[config.mk]
export PLATFORM = sky130hd
export DESIGN_NAME = i3c_bus_input_conditioner_flat
export DESIGN_NICKNAME = d
export VERILOG_FILES = /design/src/rtl/i3c_bus_input_conditioner_pkg.sv /design/src/rtl/i3c_bus_input_conditioner_if.sv /design/src/rtl/i3c_bus_input_conditioner_line_filter.sv /design/src/rtl/i3c_bus_input_conditioner.sv /design/src/flat_wrapper.sv
export SDC_FILE = /design/constraint.sdc
export NUM_CORES = 1
export LEC_CHECK = 0
export CELL_PAD_IN_SITES_DETAIL_PLACEMENT = 1
export CELL_PAD_IN_SITES_GLOBAL_PLACEMENT = 1
export CORE_MARGIN = 1
export CORE_UTILIZATION = 35
export CTS_BUF_LIST = sky130_fd_sc_hd__clkbuf_8
export DETAILED_ROUTE_END_ITERATION = 12
export PLACE_DENSITY_LB_ADDON = 0.1
export SETUP_SLACK_MARGIN = 0.1
export SLEW_MARGIN = 20
export SYNTH_ARGS = -nofsm -noshare
export SYNTH_HDL_FRONTEND = slang
export SYNTH_SLANG_ARGS = --single-unit
[constraint.sdc]
create_clock -name clk_i -period 4.9 [get_ports clk_i]
set_clock_uncertainty 0.2 [all_clocks]
set_input_delay 0.735 -clock clk_i [delete_from_list [all_inputs] [get_ports clk_i]]
set_output_delay 0.735 -clock clk_i [all_outputs]
set_load 0.005 [all_outputs]
[src/rtl/i3c_bus_input_conditioner_pkg.sv]
// ---------------------------------------------------------------------------
// i3c_bus_input_conditioner_pkg
//   Shared types and default sizes for the I3C pad-input conditioner.
//   bus_events_t bundles the one-cycle bus event pulses so the I3C core can
//   consume a single struct instead of five loose wires.
// ---------------------------------------------------------------------------
package i3c_bus_input_conditioner_pkg;

  localparam int unsigned DefSyncStages   = 2;
  localparam int unsigned DefFiltCntWidth = 5;
  localparam int unsigned DefIdleCntWidth = 20;

  typedef struct packed {
    logic scl_pos;
    logic scl_neg;
    logic start;
    logic rstart;
    logic stop;
  } bus_events_t;

endpackage

[src/rtl/i3c_bus_input_conditioner_if.sv]
// ---------------------------------------------------------------------------
// i3c_bus_input_conditioner_if
//   Bundles the raw pad inputs, filter/idle configuration and the conditioned
//   bus outputs of the input conditioner.
//   master : conditioner side (consumes pins + config, drives outputs)
//   slave  : pad ring / core side (drives pins + config, consumes outputs)
// ---------------------------------------------------------------------------
interface i3c_bus_input_conditioner_if #(
  parameter int unsigned FiltCntWidth = i3c_bus_input_conditioner_pkg::DefFiltCntWidth,
  parameter int unsigned IdleCntWidth = i3c_bus_input_conditioner_pkg::DefIdleCntWidth
) ();
  import i3c_bus_input_conditioner_pkg::*;

  // raw pins and configuration
  logic                    scl_i;
  logic                    sda_i;
  logic                    filt_en_i;
  logic [FiltCntWidth-1:0] filt_cycles_i;
  logic [IdleCntWidth-1:0] t_idle_i;

  // conditioned bus view
  logic                    scl_o;
  logic                    sda_o;
  logic                    scl_posedge_o;
  logic                    scl_negedge_o;
  logic                    start_det_o;
  logic                    rstart_det_o;
  logic                    stop_det_o;
  logic                    bus_busy_o;
  logic                    bus_idle_o;
  bus_events_t             events_o;

  modport master (
    input  scl_i, sda_i, filt_en_i, filt_cycles_i, t_idle_i,
    output scl_o, sda_o, scl_posedge_o, scl_negedge_o, start_det_o,
           rstart_det_o, stop_det_o, bus_busy_o, bus_idle_o, events_o
  );

  modport slave (
    output scl_i, sda_i, filt_en_i, filt_cycles_i, t_idle_i,
    input  scl_o, sda_o, scl_posedge_o, scl_negedge_o, start_det_o,
           rstart_det_o, stop_det_o, bus_busy_o, bus_idle_o, events_o
  );

endinterface

[src/rtl/i3c_bus_input_conditioner_line_filter.sv]
// ---------------------------------------------------------------------------
// i3c_bus_input_conditioner_line_filter
//   One bus line: SyncStages-deep synchronizer, programmable spike filter,
//   one-cycle delayed copy and edge pulses.
//   clk_i, rst_ni    : clock, async active-low reset
//   line_i           : raw asynchronous pad level
//   filt_en_i        : 1 = spike filter active
//   filt_cycles_i    : stable cycles required before the filtered level moves
//   line_o           : filtered level
//   pos_o / neg_o    : one-cycle pulses on filtered rise / fall
// ---------------------------------------------------------------------------
module i3c_bus_input_conditioner_line_filter
  import i3c_bus_input_conditioner_pkg::*;
#(
  parameter int unsigned SyncStages   = DefSyncStages,
  parameter int unsigned FiltCntWidth = DefFiltCntWidth
) (
  input  logic                    clk_i,
  input  logic                    rst_ni,
  input  logic                    line_i,
  input  logic                    filt_en_i,
  input  logic [FiltCntWidth-1:0] filt_cycles_i,
  output logic                    line_o,
  output logic                    pos_o,
  output logic                    neg_o
);

  localparam logic [FiltCntWidth:0] CntOne = 1;

  logic [SyncStages-1:0]   sync_q;
  logic                    filt_q, filt_d;
  logic                    dly_q;
  logic [FiltCntWidth-1:0] cnt_q, cnt_d;
  logic                    line_s;
  logic                    bypass;
  logic [FiltCntWidth:0]   cnt_inc;

  assign line_s  = sync_q[SyncStages-1];
  assign bypass  = !filt_en_i || (filt_cycles_i == '0);
  // One bit wider so the compare against filt_cycles_i cannot wrap.
  assign cnt_inc = {1'b0, cnt_q} + CntOne;

  always_comb begin
    filt_d = filt_q;
    cnt_d  = cnt_q;
    if (bypass) begin
      filt_d = line_s;
      cnt_d  = '0;
    end else if (line_s != filt_q) begin
      if (cnt_inc >= {1'b0, filt_cycles_i}) begin
        filt_d = line_s;
        cnt_d  = '0;
      end else if (cnt_q != '1) begin
        cnt_d = cnt_inc[FiltCntWidth-1:0];
      end
    end else begin
      cnt_d = '0;
    end
  end

  // Everything resets high: an idle I3C bus is pulled up.
  always_ff @(posedge clk_i or negedge rst_ni) begin
    if (!rst_ni) begin
      sync_q <= '1;
      filt_q <= 1'b1;
      dly_q  <= 1'b1;
      cnt_q  <= '0;
    end else begin
      sync_q <= {sync_q[SyncStages-2:0], line_i};
      filt_q <= filt_d;
      dly_q  <= filt_q;
      cnt_q  <= cnt_d;
    end
  end

  assign line_o = filt_q;
  assign pos_o  = filt_q & ~dly_q;
  assign neg_o  = ~filt_q & dly_q;

endmodule

[src/rtl/i3c_bus_input_conditioner.sv]
// ---------------------------------------------------------------------------
// i3c_bus_input_conditioner
//   Conditions raw SCL/SDA pad inputs for the I3C core: per-line sync + spike
//   filter, then START / Repeated-START / STOP detection, bus-busy flag and
//   bus-idle timer.
//   clk_i  : core clock
//   rst_ni : async reset, active low
//   bus    : master modport of i3c_bus_input_conditioner_if (pins, config,
//            conditioned lines, event pulses, busy/idle)
// ---------------------------------------------------------------------------
module i3c_bus_input_conditioner
  import i3c_bus_input_conditioner_pkg::*;
#(
  parameter int unsigned SyncStages   = DefSyncStages,
  parameter int unsigned FiltCntWidth = DefFiltCntWidth,
  parameter int unsigned IdleCntWidth = DefIdleCntWidth
) (
  input  logic                           clk_i,
  input  logic                           rst_ni,
  i3c_bus_input_conditioner_if.master    bus
);

  localparam logic [IdleCntWidth:0] IdleOne = 1;

  logic scl_f, scl_pos, scl_neg;
  logic sda_f, sda_pos, sda_neg;
  logic start_w, stop_w;
  logic busy_q, busy_d;
  logic idle_q, idle_d;
  logic [IdleCntWidth-1:0] icnt_q, icnt_d;
  logic [IdleCntWidth:0]   icnt_inc;

  i3c_bus_input_conditioner_line_filter #(
    .SyncStages  (SyncStages),
    .FiltCntWidth(FiltCntWidth)
  ) u_scl_filt (
    .clk_i        (clk_i),
    .rst_ni       (rst_ni),
    .line_i       (bus.scl_i),
    .filt_en_i    (bus.filt_en_i),
    .filt_cycles_i(bus.filt_cycles_i),
    .line_o       (scl_f),
    .pos_o        (scl_pos),
    .neg_o        (scl_neg)
  );

  i3c_bus_input_conditioner_line_filter #(
    .SyncStages  (SyncStages),
    .FiltCntWidth(FiltCntWidth)
  ) u_sda_filt (
    .clk_i        (clk_i),
    .rst_ni       (rst_ni),
    .line_i       (bus.sda_i),
    .filt_en_i    (bus.filt_en_i),
    .filt_cycles_i(bus.filt_cycles_i),
    .line_o       (sda_f),
    .pos_o        (sda_pos),
    .neg_o        (sda_neg)
  );

  // SCL must be high now and in the previous cycle; scl_f & ~scl_pos is
  // exactly that, so an SCL edge in the same cycle suppresses START/STOP.
  assign start_w = sda_neg & scl_f & ~scl_pos;
  assign stop_w  = sda_pos & scl_f & ~scl_pos;

  assign icnt_inc = {1'b0, icnt_q} + IdleOne;

  always_comb begin
    busy_d = busy_q;
    if (start_w) begin
      busy_d = 1'b1;
    end else if (stop_w) begin
      busy_d = 1'b0;
    end
  end

  // Idle timer only runs on a free bus; any low level or START restarts it.
  always_comb begin
    icnt_d = icnt_q;
    idle_d = idle_q;
    if (start_w || !scl_f || !sda_f) begin
      icnt_d = '0;
      idle_d = 1'b0;
    end else if (!busy_q) begin
      if (icnt_inc >= {1'b0, bus.t_idle_i}) begin
        idle_d = 1'b1;
      end
      if (icnt_q != '1) begin
        icnt_d = icnt_inc[IdleCntWidth-1:0];
      end
    end
  end

  always_ff @(posedge clk_i or negedge rst_ni) begin
    if (!rst_ni) begin
      busy_q <= 1'b0;
      idle_q <= 1'b0;
      icnt_q <= '0;
    end else begin
      busy_q <= busy_d;
      idle_q <= idle_d;
      icnt_q <= icnt_d;
    end
  end

  assign bus.scl_o         = scl_f;
  assign bus.sda_o         = sda_f;
  assign bus.scl_posedge_o = scl_pos;
  assign bus.scl_negedge_o = scl_neg;
  assign bus.start_det_o   = start_w & ~busy_q;
  assign bus.rstart_det_o  = start_w & busy_q;
  assign bus.stop_det_o    = stop_w;
  assign bus.bus_busy_o    = busy_q;
  assign bus.bus_idle_o    = idle_q;
  assign bus.events_o      = '{scl_pos: scl_pos, scl_neg: scl_neg,
                               start: start_w & ~busy_q,
                               rstart: start_w & busy_q, stop: stop_w};

endmodule
[src/flat_wrapper.sv]
// flat-port wrapper written by rule: the top's interface ports become plain ports
module i3c_bus_input_conditioner_flat import i3c_bus_input_conditioner_pkg::*;
#(
  parameter int unsigned SyncStages   = DefSyncStages,
  parameter int unsigned FiltCntWidth = DefFiltCntWidth,
  parameter int unsigned IdleCntWidth = DefIdleCntWidth
)
  (clk_i, rst_ni, bus_scl_i, bus_sda_i, bus_filt_en_i, bus_filt_cycles_i, bus_t_idle_i, bus_scl_o, bus_sda_o, bus_scl_posedge_o, bus_scl_negedge_o, bus_start_det_o, bus_rstart_det_o, bus_stop_det_o, bus_bus_busy_o, bus_bus_idle_o, bus_events_o);
  i3c_bus_input_conditioner_if #(.FiltCntWidth(FiltCntWidth), .IdleCntWidth(IdleCntWidth)) bus_i ();
  input  logic clk_i;
  input  logic rst_ni;
  input wire logic [$bits(bus_i.scl_i)-1:0] bus_scl_i;
  input wire logic [$bits(bus_i.sda_i)-1:0] bus_sda_i;
  input wire logic [$bits(bus_i.filt_en_i)-1:0] bus_filt_en_i;
  input wire logic [$bits(bus_i.filt_cycles_i)-1:0] bus_filt_cycles_i;
  input wire logic [$bits(bus_i.t_idle_i)-1:0] bus_t_idle_i;
  output wire logic [$bits(bus_i.scl_o)-1:0] bus_scl_o;
  output wire logic [$bits(bus_i.sda_o)-1:0] bus_sda_o;
  output wire logic [$bits(bus_i.scl_posedge_o)-1:0] bus_scl_posedge_o;
  output wire logic [$bits(bus_i.scl_negedge_o)-1:0] bus_scl_negedge_o;
  output wire logic [$bits(bus_i.start_det_o)-1:0] bus_start_det_o;
  output wire logic [$bits(bus_i.rstart_det_o)-1:0] bus_rstart_det_o;
  output wire logic [$bits(bus_i.stop_det_o)-1:0] bus_stop_det_o;
  output wire logic [$bits(bus_i.bus_busy_o)-1:0] bus_bus_busy_o;
  output wire logic [$bits(bus_i.bus_idle_o)-1:0] bus_bus_idle_o;
  output wire logic [$bits(bus_i.events_o)-1:0] bus_events_o;
  assign bus_i.scl_i = bus_scl_i;
  assign bus_i.sda_i = bus_sda_i;
  assign bus_i.filt_en_i = bus_filt_en_i;
  assign bus_i.filt_cycles_i = bus_filt_cycles_i;
  assign bus_i.t_idle_i = bus_t_idle_i;
  assign bus_scl_o = bus_i.scl_o;
  assign bus_sda_o = bus_i.sda_o;
  assign bus_scl_posedge_o = bus_i.scl_posedge_o;
  assign bus_scl_negedge_o = bus_i.scl_negedge_o;
  assign bus_start_det_o = bus_i.start_det_o;
  assign bus_rstart_det_o = bus_i.rstart_det_o;
  assign bus_stop_det_o = bus_i.stop_det_o;
  assign bus_bus_busy_o = bus_i.bus_busy_o;
  assign bus_bus_idle_o = bus_i.bus_idle_o;
  assign bus_events_o = bus_i.events_o;
  i3c_bus_input_conditioner #(.SyncStages(SyncStages), .FiltCntWidth(FiltCntWidth), .IdleCntWidth(IdleCntWidth)) u_core (.clk_i(clk_i), .rst_ni(rst_ni), .bus(bus_i));
endmodule
==> results.txt, run 1 <==
run results: outcome completed, CP startpoint u_core.icnt_q[0], power per cell area between 200 and 250 nW/um^2, synthesized area around 3000 um^2, FP Util 36.4%, flop-to-flop setup slack 1370 ps, Peak Freq 0.283 GHz, flops out of synthesis around 40, syn nets 390, clock root buffer clkbuf_8, setup repair bufs after CTS 0, Site Rows 33, Ys Warns 0, number of buffers created by CTS 5, Post-Syn Instances 325, vias in the first global route 2433, Worst Hold End u_core.u_sda_filt.sync_q[1], Max-Slew Margin vs Limit 38.4%, Tcrit/Tclk final between 70% and 80%, Setup Viol. Count Final 0, Hold Startpoint u_core.u_sda_filt.sync_q[0], Final Net Count 426, clock-pin slew reported for the worst setup and hold paths after clock tree synthesis 90 ps, Non-Filler Instances 467, HPWL after DPL ~5 mm, io pins 44, Max Cap Viol 0, DRT Pass-1 Iters 4, Core Box Area slightly above 8000 um^2, Worst VDD drop about 0.11 mV, cells in synth_stat.txt 325, Crit path largest cell delay 620 ps, r2r endpoint u_core.bus.bus_idle_o, die area 8960 um^2, CP Class flip-flop to flip-flop, clock network fraction of total power 35.1%, Max Fanout on Critical Path 12, ant diodes 0, drt via density 5.18, Clock Sinks 40, Sw Share 27.2%, OpenROAD warning count 26, Final Hold Fails 0, first-pass GRT wire length ~11 mm, register share after synthesis 33.6%, Worst Hold Depth 0, P&R area growth vs syn 19.2%, combinational share of power 17.8%, CP max-delay cell nor4_4, Post-synth EDFFs 0
-- run 1: logic make-up after synthesis --
family | count (synthesis) | synth area share [%]
compound gates | 62 | 12.9
xor+xnor | 34 | 9.91
fa+ha+maj | 35 | 14.6
buf+inv | 39 | 6.12
flops | 40 | 33.6
mux | 7 | 2.41
simple gates | 108 | 20.4
-- run 1: power groups by stage --
stage          combinational (mW)  sequential, mW  clock (mW)
2_1_floorplan              0.0878           0.363           0
3_3_place_gp                0.139           0.373           0
3_5_place_dp                0.143           0.374           0
4_1_cts                     0.144           0.367       0.285
5_1_grt                     0.160           0.371       0.295
6_report                    0.139           0.367       0.274
-- run 1: routing by layer --
layer	global-route usage, %	share of wire (%)
met1	21.1	47
met2	28.9	49
met3	2.66	2.8
met4	3.79	0.95
met5	0	0
-- run 1: critical path: cells and delay by family (launching register included) --
kind            cells  cell delay [ps]
compound gates      4              690
xor+xnor            1              170
fa+ha+maj           2              520
flops               1              420
simple gates        4             1410
-- run 1: state kept, by name, summed over array words and instances (netlist names) --
signal,count
u_core.u_scl_filt.dly_q,1
u_core.u_scl_filt.cnt_q,5
u_core.u_sda_filt.sync_q,2
u_core.u_sda_filt.cnt_q,5
u_core.icnt_q,20
u_core.u_sda_filt.line_o,1
u_core.bus.bus_idle_o,1
u_core.bus.bus_busy_o,1
u_core.u_scl_filt.line_o,1
u_core.u_sda_filt.dly_q,1
u_core.u_scl_filt.sync_q,2
-- run 1: layout make-up --
cell class / instances / area, um^2
Tap cell: 105 / 131
Clock inverter: 3 / 42.5
Fill cell: 978 / 4670
Clock buffer: 5 / 68.8
Multi-Input combinational cell: 246 / 1810
Inverter: 25 / 93.8
Timing Repair Buffer: 43 / 425
Sequential cell: 40 / 1010
-- run 1: through the flow --
stage	hold WS [ps]	instance area, um^2	setup slack (ps)
3_3_place_gp	146	3470	1470
3_5_place_dp	147	3470	1350
6_report	159	3580	1370
5_1_grt	163	3580	987
2_1_floorplan	145	3010	1940
4_1_cts	160	3580	1360
-- run 1: cells in the mapped netlist (3+ instances only) --
master | count | share of area (%)
or3_1 | 9 | 1.9
mux2i_1 | 5 | 1.7
and3_1 | 3 | 0.62
dfrtp_1 | 32 | 27
nand2b_1 | 4 | 0.83
clkbuf_1 | 4 | 0.50
ha_1 | 35 | 15
buf_4 | 6 | 1.5
or4_1 | 4 | 1.0
o31ai_1 | 3 | 0.75
nor2b_1 | 4 | 0.83
nand2_1 | 20 | 2.5
a211oi_1 | 3 | 0.75
nand3_1 | 11 | 1.8
nor2_1 | 26 | 3.2
o211ai_1 | 3 | 0.75
a21oi_1 | 20 | 3.3
xor2_1 | 13 | 3.8
o21ai_0 | 19 | 3.2
xnor2_1 | 21 | 6.1
nor3_1 | 4 | 0.67
dfstp_2 | 8 | 7.0
a21o_1 | 5 | 1.2
inv_1 | 25 | 3.1
nor3b_1 | 4 | 1.0
nand4_1 | 6 | 1.2
Figure 1. Track usage over the die (run 1).
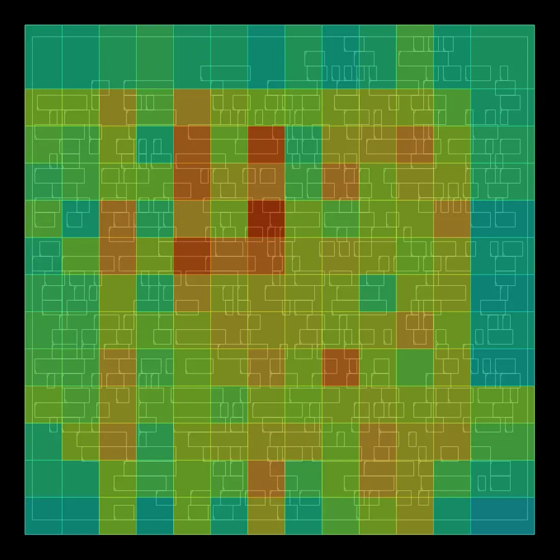
Wirelength per Cell: 14.4 um
most used routing layer: met2
met2 usage: 28.9%

Figure 2. Cell classes on the final placement (run 1).
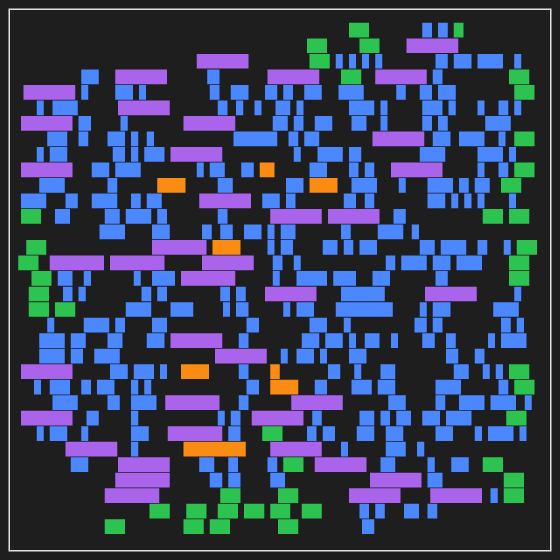
legend:
  green:
    class: other buffers and delay cells
    cells: 43
    share_of_their_area: 12%
  purple:
    class: flops
    cells: 40
    share_of_their_area: 29%
  blue:
    class: all other logic
    cells: 271
    share_of_their_area: 55%
  orange:
    class: clock drivers and dummy loads
    cells: 8
    share_of_their_area: 3.2%

Figure 3. Wiring heat map (run 1).
Bar = 20 um. 19 x 19 tiles, from dark blue (low) to red (high), scaled to the fullest tile. Values are wire area over tile area, all layers added.
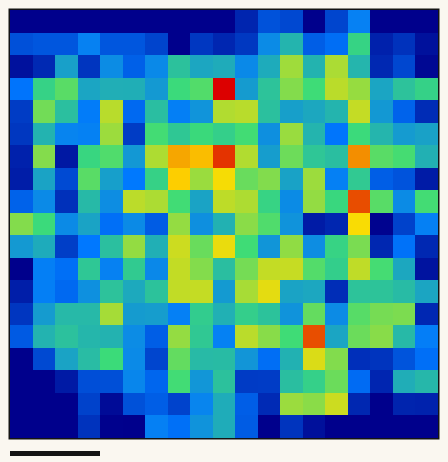
emptiest ninth of the die: south-west
densest ninth of the die: centre
nearly empty tiles: 10%
tiles over half the peak: 25%
mean over tiles: 0.11
fullest tile: 0.34
total number of vias: 2420
WL final: 6.74 mm
total track usage: 16.5%

Figure 4. Cell sizes after repair (run 1).
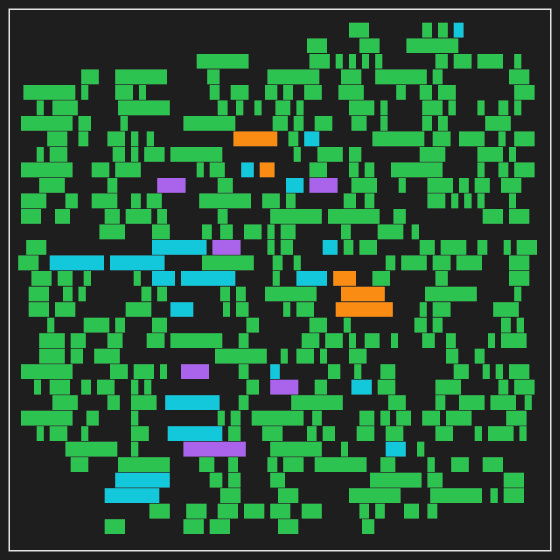

## Run 2: what changed since run 1
Clock period 4.9 ns to 3.4 ns, I/O delays scaled along.
Figure 5. Cell sizes after repair (run 2).
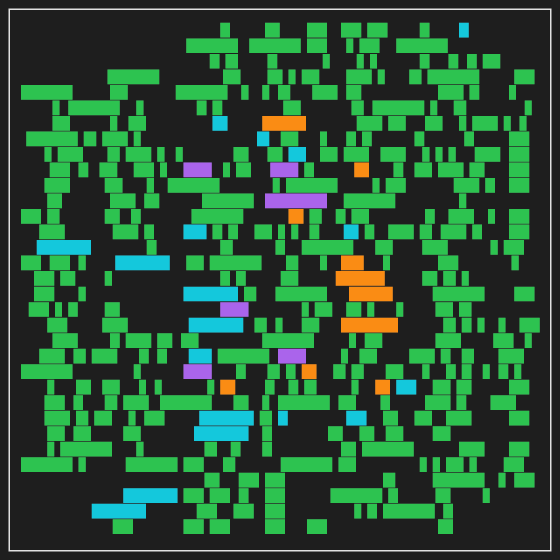
legend:
  green:
    size: drive 1 or less
    cells: 333
    share: 91%
  orange:
    size: drive 3 to 4
    cells: 10
    share: 2.7%
  purple:
    size: drive 6 and up
    cells: 6
    share: 1.6%
  cyan:
    size: drive 2
    cells: 18
    share: 4.9%
bufs w/o clock: 48
P&R area growth vs syn: 20.7%
final worst setup slack: 394 ps

Figure 6. Wiring heat map (run 2).
Bar = 20 um. 19 x 19 tiles, from dark blue (low) to red (high), scaled to the fullest tile. Values are wire area over tile area, all layers added.
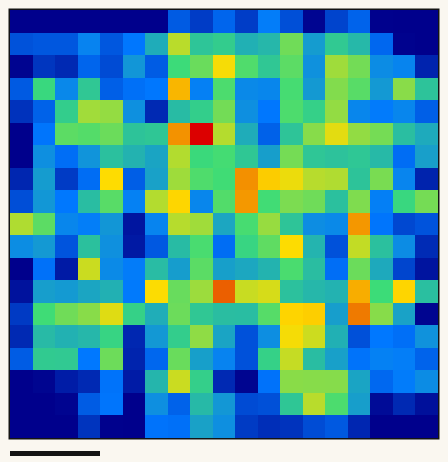
total track usage: 16.8%
Wirelength per Cell: 14.6 um
WL final: 6.91 mm
total number of vias: 2434

Figure 7. Placement density heat map (run 2).
Bar = 20 um. 9 x 9 tiles, from dark blue (low) to red (high), 0 to 100% covered.
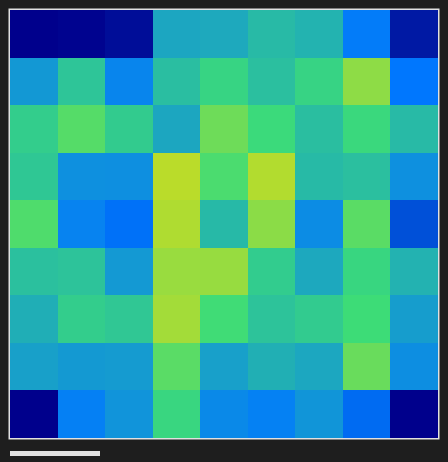
densest ninth of the die: centre
emptiest ninth of the die: north-west
mean over tiles: 39%

==> run 2 against run 1 <==
Against the previous run: synthesized area unchanged; highest routed layer unchanged; non-clock buffer count rose by 5; first-iteration DRC count fell by 45%; clock power increased by 42%; critical endpoint unchanged; global-route usage rose by 0.32 points.
==> results.txt, run 2 <==
run results: power consumption 1.12 mW, Synth top cell by count ha_1, Detailed Route Iter0 Violations 43, Site Rows 33, flop-to-flop setup slack approximately 400 ps, io pins 44, cell accounting for the most synthesized area dfrtp_1, Max Cap Viol 0, HPWL after DPL 5.35 mm, Cell Area, Placed 3510 um^2, Crit path depth 11, r2r endpoint u_core.bus.bus_idle_o, Tcrit/Tclk final 88.4%, WHS 157 ps, OpenROAD warning count 26, Max-Slew Margin vs Limit 36.8%, Finished Cell Area 3630 um^2, outcome completed, vias in the first global route 2546, cells in synth_stat.txt 325, Max Fanout on Critical Path 5, power per cell area 310 nW/um^2, DRT Pass-1 Iters 4, register share after synthesis 33.6%, Worst VDD drop 0.152 mV, drt via density around 5.2, Peak Freq 0.333 GHz, syn_area_per_cell between 9 and 10 um^2, CP top delay family simple AND/OR/NAND/NOR gates, Final Hold Fails 0, yosys stat chip area 3010 um^2, Core Box Area 8260 um^2, Sw Share 27.1%, CP Class flip-flop to flip-flop, Fillers 967, Biggest register u_core.icnt_q, clock root buffer clkbuf_8, Buf/Inv on CP 0, Setup crit start kind flip-flop, flops out of synthesis 40, Distinct lib cells used 52, Post-synth EDFFs 0, Setup Viol. Count Final 0, Final Net Count 431, Post-Syn Instances 325, fraction of layout cells with a size suffix above 1 9.26%, CP max-delay cell or4_4, clock network fraction of total power 34.5%, Clock Sinks 40, ant diodes 0, number of buffers created by CTS 5, Largest regs u_core.icnt_q: 20 flops, u_core.u_scl_filt.cnt_q: 5 flops, u_core.u_sda_filt.cnt_q: 5 flops, combinational share of power 18.5%, Crit path largest cell delay about 630 ps, Ys Warns 0, syn nets 390, synthesized area around 3000 um^2, Latency at later pin a little under 300 ps, die area about 9000 um^2, clock-pin slew reported for the worst setup and hold paths after clock tree synthesis 80 ps, first-pass GRT wire length 11.7 mm, Dominant cell area share 26.6%, FP Util 36.4%, synth cell count leaders 35 x ha_1, 32 x dfrtp_1, 26 x nor2_1, 25 x inv_1, 21 x xnor2_1, Post-synth area hogs dfrtp_1 27%, ha_1 15%, dfstp_2 7.0%
-- run 2: final cells by class --
| class | instances | area (um^2) | area share, % |
|---|---|---|---|
| Sequential cell | 40 | 1010 | 27.9 |
| Inverter | 25 | 93.8 | 2.59 |
| Clock buffer | 5 | 68.8 | 1.90 |
| Timing Repair Buffer | 48 | 463 | 12.8 |
| Multi-Input combinational cell | 246 | 1820 | 50.2 |
| Tap cell | 105 | 131 | 3.62 |
| Clock inverter | 3 | 38.8 | 1.07 |
-- run 2: repair_timing --
item                       CTS  global route
setup buffers                0             0
resized                      0             2
setup endpoints to repair    0             1
hold buffers                 0             0
-- run 2: cell families (layout without fill, tap and decap cells) --
family | count (synthesis) | after routing | share of synthesized area [%]
and+or+nand+nor | 108 | 108 | 20.4
AOI/OAI and AO/OA | 62 | 62 | 12.9
muxes | 7 | 7 | 2.41
DFF | 40 | 40 | 33.6
buffers and inverters | 39 | 81 | 6.12
adders and majority gates | 35 | 35 | 14.6
xor gates and xnor gates | 34 | 34 | 9.91
-- run 2: power groups by stage --
| stage | sequential [mW] | clock, mW | combinational (mW) |
|---|---|---|---|
| 2_1_floorplan | 0.523 | 0 | 0.127 |
| 3_3_place_gp | 0.538 | 0 | 0.205 |
| 4_1_cts | 0.530 | 0.407 | 0.215 |
| 6_report | 0.528 | 0.388 | 0.208 |
| 3_5_place_dp | 0.539 | 0 | 0.213 |
| 5_1_grt | 0.534 | 0.418 | 0.236 |
-- run 2: through the flow --
step                instances  setup slack (ps)
floorplan                 325               437
global placement          464               421
detailed placement        464               362
CTS                       472               333
global route              472               124
finish                    472               394
-- run 2: worst max-delay path by stage --
stage                     startpoint                     to  slack [ps]
finish              u_core.icnt_q[0]  u_core.bus.bus_idle_o         390
global route        u_core.icnt_q[0]  u_core.bus.bus_idle_o         120
CTS                 u_core.icnt_q[4]  u_core.bus.bus_idle_o         330
detailed placement  u_core.icnt_q[0]  u_core.bus.bus_idle_o         360
global placement    u_core.icnt_q[0]  u_core.bus.bus_idle_o         420
floorplan           u_core.icnt_q[0]  u_core.bus.bus_idle_o         440
-- run 2: worst register-to-register path, cell delays in order (launching register included) --
cell,delay (ps)
dfrtp_1,430
ha_1,230
nand3_1,190
or4_4,630
nor2_1,140
xor2_1,90
ha_1,300
nand2_1,50
nor3_1,210
a41oi_1,150
and3_1,180
o22ai_1,140
-- run 2: routing by layer --
metal | share of wire, % | wire length [um] | vias up | GRT usage, %
met2 | 50 | 3450 | 29 | 30.4
met4 | 1.0 | 70 | 0 | 4.17
met5 | 0 | 0 | - | 0
li1 | - | - | 1217 | -
met1 | 46 | 3190 | 1183 | 20.7
met3 | 2.9 | 203 | 5 | 2.50
Power figures rest on the tool's default switching activity, not on a simulated workload.
